==> images/closeup.png <==
Window x 48 to 78, y 58 to 88 um. Cells in gray, sequential cells in the stronger gray; small squares are vias.
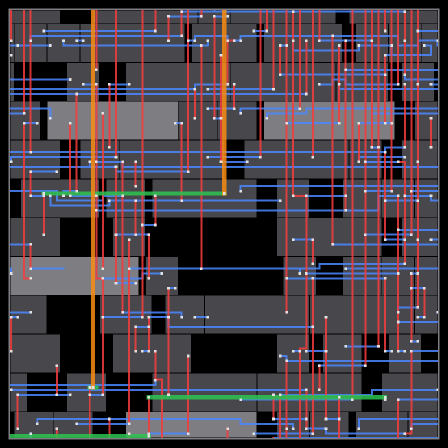
==> images/gates.png <==
(4 px per um)
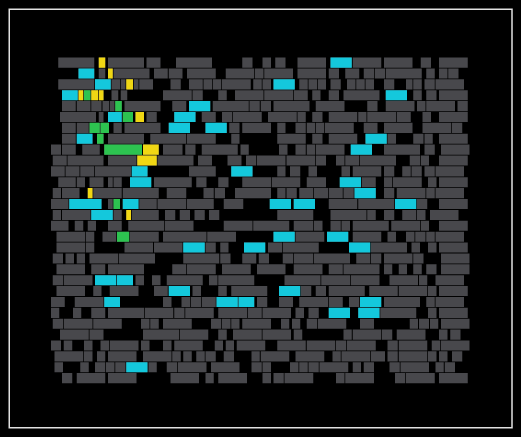
==> images/congestion_map.png <==
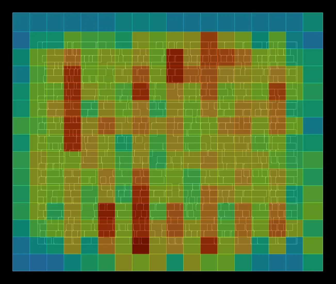
==> images/m1.png <==
(3 px per um) Supply wires on this layer in gray.
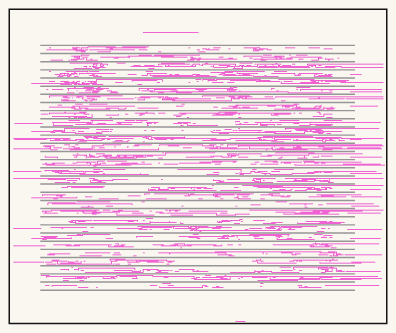
==> images/layers.png <==
(3 px per um) Only two layers are drawn.
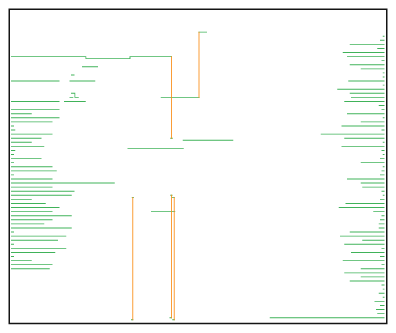
`config.mk`:
```
export PLATFORM = sky130hd
export DESIGN_NAME = commonlib_demuxn_stream_flat
export DESIGN_NICKNAME = d
export VERILOG_FILES = /design/src/rtl/commonlib_demuxn_stream_pkg.sv /design/src/rtl/commonlib_demuxn_stream_if.sv /design/src/rtl/commonlib_demuxn_stream_slot.sv /design/src/rtl/commonlib_demuxn_stream.sv /design/src/flat_wrapper.sv
export SDC_FILE = /design/constraint.sdc
export NUM_CORES = 1
export LEC_CHECK = 0
export CORE_ASPECT_RATIO = 0.8
export CORE_MARGIN = 10
export CORE_UTILIZATION = 36
export DETAILED_ROUTE_END_ITERATION = 12
export PLACE_DENSITY_LB_ADDON = 0.05
export SETUP_SLACK_MARGIN = 0.4
export SYNTH_ARGS = -nofsm -noshare
export SYNTH_HDL_FRONTEND = slang
export SYNTH_HIERARCHICAL = 1
export SYNTH_SLANG_ARGS = --single-unit
```
`constraint.sdc`:
```
create_clock -name clk -period 2.9 [get_ports clk]
set_input_delay 0.58 -clock clk [delete_from_list [all_inputs] [get_ports clk]]
set_output_delay 0.58 -clock clk [all_outputs]
set_load 0.05 [all_outputs]
```
`src/rtl/commonlib_demuxn_stream_pkg.sv`:
```
// Shared types and helpers for the commonlib stream blocks.
//   sel_width(n)   : select width for an n-lane fan-out, never less than 1
//   CNT_W_DEFAULT  : default width of saturating event counters
//   slot_state_t   : occupancy state of a one-entry pipeline slot
package commonlib_stream_pkg;

    localparam int CNT_W_DEFAULT = 8;

    typedef enum logic {
        SLOT_EMPTY = 1'b0,
        SLOT_FULL  = 1'b1
    } slot_state_t;

    function automatic int sel_width(input int n);
        return (n > 1) ? $clog2(n) : 1;
    endfunction

endpackage

```
`src/rtl/commonlib_demuxn_stream_if.sv`:
```
// Handshake bundle of the 1-to-N stream demultiplexer.
//   in_data/in_sel/in_valid/in_ready : producer side
//   out_data/out_valid/out_ready     : N consumer lanes
// master = producer/consumer environment, slave = demux block.
interface commonlib_demuxn_stream_if #(
    parameter int N     = 5,
    parameter int WIDTH = 32
);
    import commonlib_stream_pkg::*;

    localparam int SEL_W = sel_width(N);

    logic [WIDTH-1:0] in_data;
    logic [SEL_W-1:0] in_sel;
    logic             in_valid;
    logic             in_ready;
    logic [WIDTH-1:0] out_data [N-1:0];
    logic [N-1:0]     out_valid;
    logic [N-1:0]     out_ready;

    modport master (
        output in_data, in_sel, in_valid, out_ready,
        input  in_ready, out_data, out_valid
    );

    modport slave (
        input  in_data, in_sel, in_valid, out_ready,
        output in_ready, out_data, out_valid
    );

endinterface

```
`src/rtl/commonlib_demuxn_stream_slot.sv`:
```
// One-entry valid/ready pipeline register with full throughput.
//   clk, arst_n          : clock, async active-low reset
//   in_data/valid/ready  : upstream handshake (in_ready = empty | out_ready)
//   out_data/valid/ready : downstream handshake
//
// state      | meaning
// -----------+-------------------------------------------
// SLOT_EMPTY | no word held, upstream always accepted
// SLOT_FULL  | word held and presented downstream
module commonlib_stream_slot
    import commonlib_stream_pkg::*;
#(
    parameter int W = 8
) (
    input  logic         clk,
    input  logic         arst_n,
    input  logic [W-1:0] in_data,
    input  logic         in_valid,
    output logic         in_ready,
    output logic [W-1:0] out_data,
    output logic         out_valid,
    input  logic         out_ready
);

    slot_state_t  state;
    logic [W-1:0] data_q;

    // Refill in the same cycle the held word leaves, so no bubble.
    assign in_ready  = (state == SLOT_EMPTY) | out_ready;
    assign out_valid = (state == SLOT_FULL);
    assign out_data  = data_q;

    always_ff @(posedge clk or negedge arst_n) begin
        if (!arst_n) begin
            state  <= SLOT_EMPTY;
            data_q <= '0;
        end else begin
            case (state)
                SLOT_EMPTY: begin
                    if (in_valid) begin
                        state  <= SLOT_FULL;
                        data_q <= in_data;
                    end
                end
                SLOT_FULL: begin
                    if (out_ready) begin
                        if (in_valid) begin
                            data_q <= in_data;
                        end else begin
                            state <= SLOT_EMPTY;
                        end
                    end
                end
                default: state <= SLOT_EMPTY;
            endcase
        end
    end

endmodule

```
`src/rtl/commonlib_demuxn_stream.sv`:
```
// Registered 1-to-N stream demultiplexer.
//   clk, arst_n : clock, async active-low reset
//   bus         : slave side of commonlib_demuxn_stream_if (producer + N lanes)
//   drop_cnt    : saturating count of words dropped for an out-of-range select
//   err_oob     : one-cycle pulse after an out-of-range word is dropped
// A single slot holds {sel, data}; the held word is shown only on its lane,
// other lanes read zero. Out-of-range words are consumed but never stored.
module commonlib_demuxn_stream
    import commonlib_stream_pkg::*;
#(
    parameter int N     = 5,
    parameter int WIDTH = 32,
    parameter int CNT_W = CNT_W_DEFAULT
) (
    input  logic                       clk,
    input  logic                       arst_n,
    commonlib_demuxn_stream_if.slave   bus,
    output logic [CNT_W-1:0]           drop_cnt,
    output logic                       err_oob
);

    localparam int                SEL_W   = sel_width(N);
    localparam int                SLOT_W  = WIDTH + SEL_W;
    localparam logic [SEL_W:0]    N_LIM   = (SEL_W + 1)'(N);
    localparam logic [CNT_W-1:0]  CNT_MAX = '1;

    logic              in_range;
    logic              slot_in_valid;
    logic              slot_in_ready;
    logic              slot_full;
    logic [SLOT_W-1:0] slot_q;
    logic [SEL_W-1:0]  sel_q;
    logic [WIDTH-1:0]  data_q;
    logic              lane_ready;
    logic              oob_take;

    // One extra bit so the compare also works when N is a power of two.
    assign in_range      = {1'b0, bus.in_sel} < N_LIM;
    assign slot_in_valid = bus.in_valid & in_range;
    assign bus.in_ready  = slot_in_ready;
    assign oob_take      = bus.in_valid & slot_in_ready & ~in_range;

    commonlib_stream_slot #(
        .W (SLOT_W)
    ) u_slot (
        .clk       (clk),
        .arst_n    (arst_n),
        .in_data   ({bus.in_sel, bus.in_data}),
        .in_valid  (slot_in_valid),
        .in_ready  (slot_in_ready),
        .out_data  (slot_q),
        .out_valid (slot_full),
        .out_ready (lane_ready)
    );

    assign sel_q  = slot_q[SLOT_W-1:WIDTH];
    assign data_q = slot_q[WIDTH-1:0];

    // Lane decode; only the held lane's ready can release the slot.
    always_comb begin
        lane_ready = 1'b0;
        for (int i = 0; i < N; i++) begin
            bus.out_valid[i] = 1'b0;
            bus.out_data[i]  = '0;
            if (sel_q == SEL_W'(i)) begin
                bus.out_valid[i] = slot_full;
                bus.out_data[i]  = data_q;
                lane_ready       = bus.out_ready[i];
            end
        end
    end

    always_ff @(posedge clk or negedge arst_n) begin
        if (!arst_n) begin
            drop_cnt <= '0;
            err_oob  <= 1'b0;
        end else begin
            err_oob <= oob_take;
            if (oob_take && (drop_cnt != CNT_MAX)) begin
                drop_cnt <= drop_cnt + CNT_W'(1);
            end
        end
    end

endmodule

```
`src/flat_wrapper.sv`:
```
// flat-port wrapper written by rule: the top's interface ports become plain ports
module commonlib_demuxn_stream_flat import commonlib_stream_pkg::*;
#(
    parameter int N     = 5,
    parameter int WIDTH = 32,
    parameter int CNT_W = CNT_W_DEFAULT
)
  (clk, arst_n, drop_cnt, err_oob, bus_in_data, bus_in_sel, bus_in_valid, bus_out_ready, bus_in_ready, bus_out_data, bus_out_valid);
  commonlib_demuxn_stream_if #(.N(N), .WIDTH(WIDTH)) bus_i ();
  input  logic clk;
  input  logic arst_n;
  output logic [CNT_W-1:0] drop_cnt;
  output logic err_oob;
  input wire logic [$bits(bus_i.in_data)-1:0] bus_in_data;
  input wire logic [$bits(bus_i.in_sel)-1:0] bus_in_sel;
  input wire logic [$bits(bus_i.in_valid)-1:0] bus_in_valid;
  input wire logic [$bits(bus_i.out_ready)-1:0] bus_out_ready;
  output wire logic [$bits(bus_i.in_ready)-1:0] bus_in_ready;
  output wire logic [$bits(bus_i.out_data)-1:0] bus_out_data;
  output wire logic [$bits(bus_i.out_valid)-1:0] bus_out_valid;
  assign bus_i.in_data = bus_in_data;
  assign bus_i.in_sel = bus_in_sel;
  assign bus_i.in_valid = bus_in_valid;
  assign bus_i.out_ready = bus_out_ready;
  assign bus_in_ready = bus_i.in_ready;
  assign bus_out_data = {>>{bus_i.out_data}};
  assign bus_out_valid = bus_i.out_valid;
  commonlib_demuxn_stream #(.N(N), .WIDTH(WIDTH), .CNT_W(CNT_W)) u_core (.clk(clk), .arst_n(arst_n), .bus(bus_i), .drop_cnt(drop_cnt), .err_oob(err_oob));
endmodule
```
==> impl_metrics.yaml <==
# generated from flow reports
critical_path:
  cp_max_fo: 33
  required_ns: 2.32
  setup.worst_path.start_class: "flip-flop"
  crit_arrival_ns: 1.86
  rrSetupSlack_ns: 0.62
  cp-end-kind: "primary output"
  worst-setup-path-type: "flip-flop to primary output"
  rr_worst_depth: 8
  worstSetupEndpoint: "bus_out_data[102]"
  r2r-end: "u_core/u_slot/out_data[29]"
synthesis:
  synthDistinctLibCells: 31
  yosysMostFrequentCell: "and2_1"
  synth.cell_area_mm2: 0.00320
  yosys-top-cells-area: "dfrtp_1, and2_1, mux2_4"
  ys_seq_share: 0.352
  ys_async_sr_fraction: 1.00
  ys_cells: 310
  synth_top_area_share: 0.352
  ff_type: "dfrtp_1"
  fp_nets: 354
  syn_avg_cell_area_um2: 10.3
  yosys.area.top_type: "dfrtp_1"
  synth_flops: 45
  yosys-top-cells-count: "and2_1, dfrtp_1, and2_2"
  syn_inst: 310
  yosys_warnings: 6
  ys_area_mm2: 0.00320
  synth-edff-count: 0
final_layout:
  seq_area_mm2: 0.00113
  comb_area_mm2: 0.00196
  syn2layout_area_growth_pct: 114
  antenna_cells: 0
  num-fill-cells: 538
  final_area_mm2: 0.00684
  mostFrequentLayoutCells: "buf_12, and2_1, buf_4"
  nNetsFinal: 571
  drive_above_1_share: 0.532
sta:
  rsz0062_at_grt: "true"
  setup_tns_ns: 0
  setup_viol: 0
  postLayoutSetupSlackWorst_ns: 0.465
  hold_ws_ns: 0.456
  hold_violations: 0
  max_freq_mhz: 411
  tightest_slew_ns: 1.05
  period_minus_slack_ns: 2.44
  min_period_over_period: 0.840
  fin_skew_ns: 0.0112
routing:
  dr.pass1.iters: 4
  drcViolationCount: 0
  ant_nets: 0
  first_iter_violations: 113
  routed_via_density: 4.78
power:
  peakVddDrop_mv: 0.745
  power_w: 0.00851
  powerDensity_mw_per_mm2: 1240
  p_leak_nw: 3.11
grt:
  grt_pass1_wl_mm: 20.5
  grt.overflow.total: 0
  grt_pass1_vias: 3193
  antenna_found_initial: 0
  grt_max_degree: 46
clock_network:
  htree_levels: 2
  cts_max_path_buffers: 2
  cts.sinks: 45
  post_cts_buffers: 1
  path_clk_slew_ns: 0.09
  cts-buffers-inserted: 5
  cts_tree: "built"
  ctsResizeCount: 3
  cts_root_buf: "clkbuf_8"
worst_hold_path:
  min_path_type: "input pin to async pin"
floorplanning:
  placementRows: 30
  die_h_um: 104
  fp_util: 0.373
  io_pins: 218
  die_area_mm2: 0.0131
  die_width_um: 125
  core_mm2: 0.00856
placed_design:
  dpl_cell_area_mm2: 0.00670
  io_buffer_count: 217
  place_ws_ns: 0.141
  dpl.hpwl_mm: 10.8
  gp_congestion: 0.793
  placed_cells: 631
job:
  max-cap-violations: 0
  openroad.warnings: 27
run_status:
  outcome: "complete, no violations"
## Picture notes: closeup.png
Key: M1 = blue; M3 = green; M2 = red; M4 = orange
61 logic cells have their middle in the window. Most frequent: and2_1 (20), buf_12 (11). Netlist names of flops here include u_core/u_slot/out_data (4). Sequential cells in the window: 4.

## Picture notes: gates.png
Key: nand cells = yellow [cells 11, most used nand2_1, where upper left]; mux cells = cyan [cells 41, most used mux2_4]; aoi and oai cells = green [cells 9, most used o21ai_0]
non-filler cells, final: 640
multi-input combinational area share: 0.287

## Picture notes: congestion_map.png
met2 global-route usage: 0.327
wire per inst: 21.1 um
Core Util, Final: 0.799
GRT Resource Usage Total: 0.194
met3 GRT Util: 0.0703

## Picture notes: m1.png
469 nets have wire on it. The wires run mostly horizontal.

## Picture notes: layers.png
Key: M4 = orange [wire length 171 um]; M3 = green [wire length 1070 um]
via count: 3056
final wirelength: 13.5 mm

per-layer routing:
| metal | part of all wire | up-vias | GRT usage |
|---|---|---|---|
| met4 | 0.013 | 0 | 0.0353 |
| met1 | 0.42 | 1479 | 0.232 |
| met5 | 0 | - | 0 |
| met2 | 0.49 | 141 | 0.327 |
| li1 | - | 1426 | - |
| met3 | 0.079 | 10 | 0.0703 |
worst min-delay path by stage:
stage	end	slack, ns	cells past startpoint
5_1_grt	u_core/u_slot/out_data[13]	0.52	1
2_1_floorplan	u_core/drop_cnt[0]	0.28	0
4_1_cts	u_core/u_slot/out_data[13]	0.49	1
3_3_place_gp	u_core/drop_cnt[0]	0.52	1
6_report	u_core/u_slot/out_data[12]	0.46	1
3_5_place_dp	u_core/drop_cnt[0]	0.53	1
critical path: stages, from the launching register on:
cell and delay [ns]:
dfrtp_1 0.52, and3b_4 0.64, and2_1 0.20, buf_4 0.20
sequential cells by signal, summed over array words and instances (netlist names):
name                     count
u_core/drop_cnt              8
u_core/err_oob               1
u_core/u_slot/out_valid      1
u_core/u_slot/out_data      35
report_power, final:
| group | switching [W] | internal [W] |
|---|---|---|
| registers | 0.000441 | 0.000925 |
| logic | 0.00364 | 0.00300 |
| clock network | 0.000227 | 0.000281 |
layout make-up:
cell class                      instances  area share
Timing Repair Buffer                  228       0.507
Sequential cell                        45       0.165
Inverter                                5     0.00274
Tap cell                              112      0.0205
Multi-Input combinational cell        242       0.287
Clock inverter                          2     0.00549
Clock buffer                            6      0.0121
cell families (layout without fill, tap and decap cells):
family                     after synthesis  after routing  synth area share
and+or+nand+nor                        189            189             0.396
DFF                                     45             45             0.352
muxes                                   41             41             0.184
buffers and inverters                   23            241            0.0356
AOI/OAI and AO/OA                       10             10            0.0251
adders and majority gates                1              1           0.00391
xor gates and xnor gates                 1              1           0.00274
Power figures rest on the tool's default switching activity, not on a simulated workload.
